Design kingdom_sacred_constants, sky130hd; sources not shown.
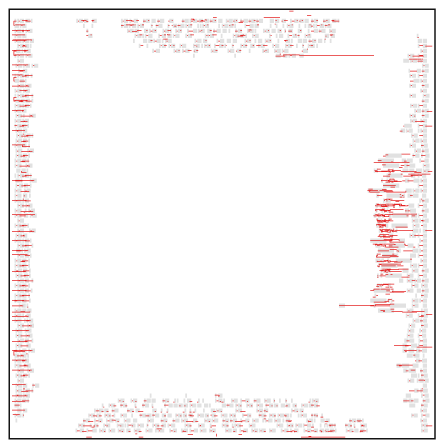
**Above:** M1 wires.
Cells faint in the background.
wire length on this layer = 2170 um
nets with wire on the layer = 894
share of all routed wire = 24%
main direction = horizontal
routed wire length: 9.099 mm
M1 GR Usage: 1.997%
Vias: 3528

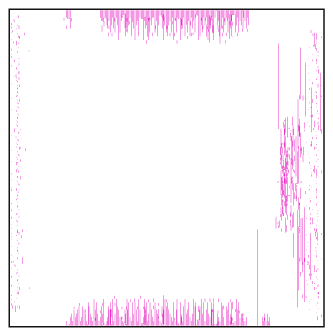
**Above:** M2 wires.
wire length on this layer = 5220 um
share of all routed wire = 57%
nets with wire on the layer = 785
longest straight run = 71.6 um
main direction = vertical
M2 GR Usage: 5.640%

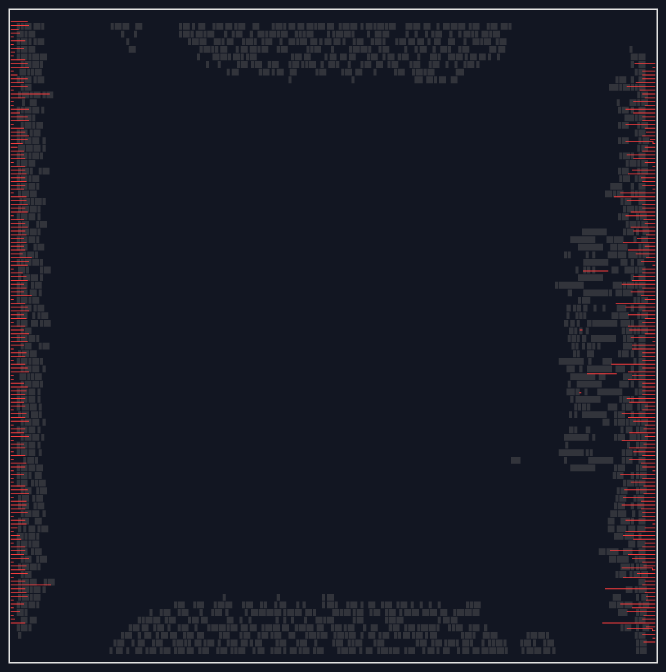
**Above:** signal wires on met3.
Cells faint in the background.
nets with wire on the layer = 314
longest straight run = 18.6 um
share of all routed wire = 18%
met3 Track Usage GR: 0.6618%

==> job_summary.md <==
## Synthesis and layout report

| Metric | Value |
|---|---|
| Max Clock Skew | `0 ps` |
| FMAX | `629.3 MHz` |
| Hold buffer count at CTS | `0` |
| CTS tree | `built` |
| Max_slew headroom | `a little under half` |
| CP Class | `flop to output port` |
| Static leakage | `5.279 nW` |
| Reg clk slew, reported paths | `roughly 50 ps` |
| Max IR drop VDD | `0.0002943 V` |
| Sink Count | `17` |
| Xor/xnor share | `0%` |
| Register Area | `425.4 um^2` |
| Initial antenna violation count | `0` |
| Critical Path Sink Type | `output port` |
| Fin nets | `1243` |
| RSZ-0062 raised after global routing | `no` |
| EDFF count, synth | `0` |
| Met2 wire length | `5.215 mm` |
| Number of cells in Yosys stat | `650` |
| Crit start category | `flop` |
| DRC | `0` |
| Slew at the pin with the worst max-slew slack | `802.3 ps` |
| N_diodes | `0` |
| Global-route usage over all layers | `2.490%` |
| Yosys chip area | `4975 um^2` |
| Flop count | `17` |
| M1 wire length | `2.166 mm` |
| Pwr dens | `roughly 500 nW/um^2` |
| Synth Cell Area | `4975 um^2` |
| WP data arrival | `1420 ps` |
| Tap Cells | `680` |
| Max reg flops | `16` |
| Top Usage Layer GRT | `met2` |
| Top cells excl fill/tap | `buf_4, conb_1, nand2_1, clkdlybuf4s50_1, dfrtp_1` |
| Distinct lib cells used | `15` |
| P_comb | `3.19 mW` |
| CTS Buf Count | `3` |
| WP data required | `1480 ps` |
| HPWL after DPL | `about 9 mm` |
| Vias in the first global route | `roughly 2400` |
| Synthesis-stage register bit count | `17` |
| H-tree levels | `1` |
| Die Width | `231 um` |
| Net Switching | `2.303 mW` |
| Synth mux share | `0%` |
| Yosys simple share | `4.024%` |
| CTS root buffer | `clkbuf_16` |
| Status | `complete, no violations` |
| Main power group | `combinational logic` |
| Die ar. | `53820 um^2` |
| IO Pins | `587` |
| Port bufs | `38` |
| Top sig layer | `met4` |
| MI comb cells | `603` |
| Logic area | `2300 um^2` |
| Sequential area share after synthesis | `under 10%` |
| Clk pwr | `about 0.48 mW` |
| Switch share | `55.25%` |
| Finished Layout Cells | `1915` |
| Gr ovfl total | `0` |
| Combinational share of power | `between 70% and 80%` |
| Fillers | `5892` |
| Drt first-iter violations | `34` |
| Slew Viols, Final | `0` |
| Crit-path cells | `buf_4 -> clkdlybuf4s50_1` |
Power figures rest on the tool's default switching activity, not on a simulated workload.
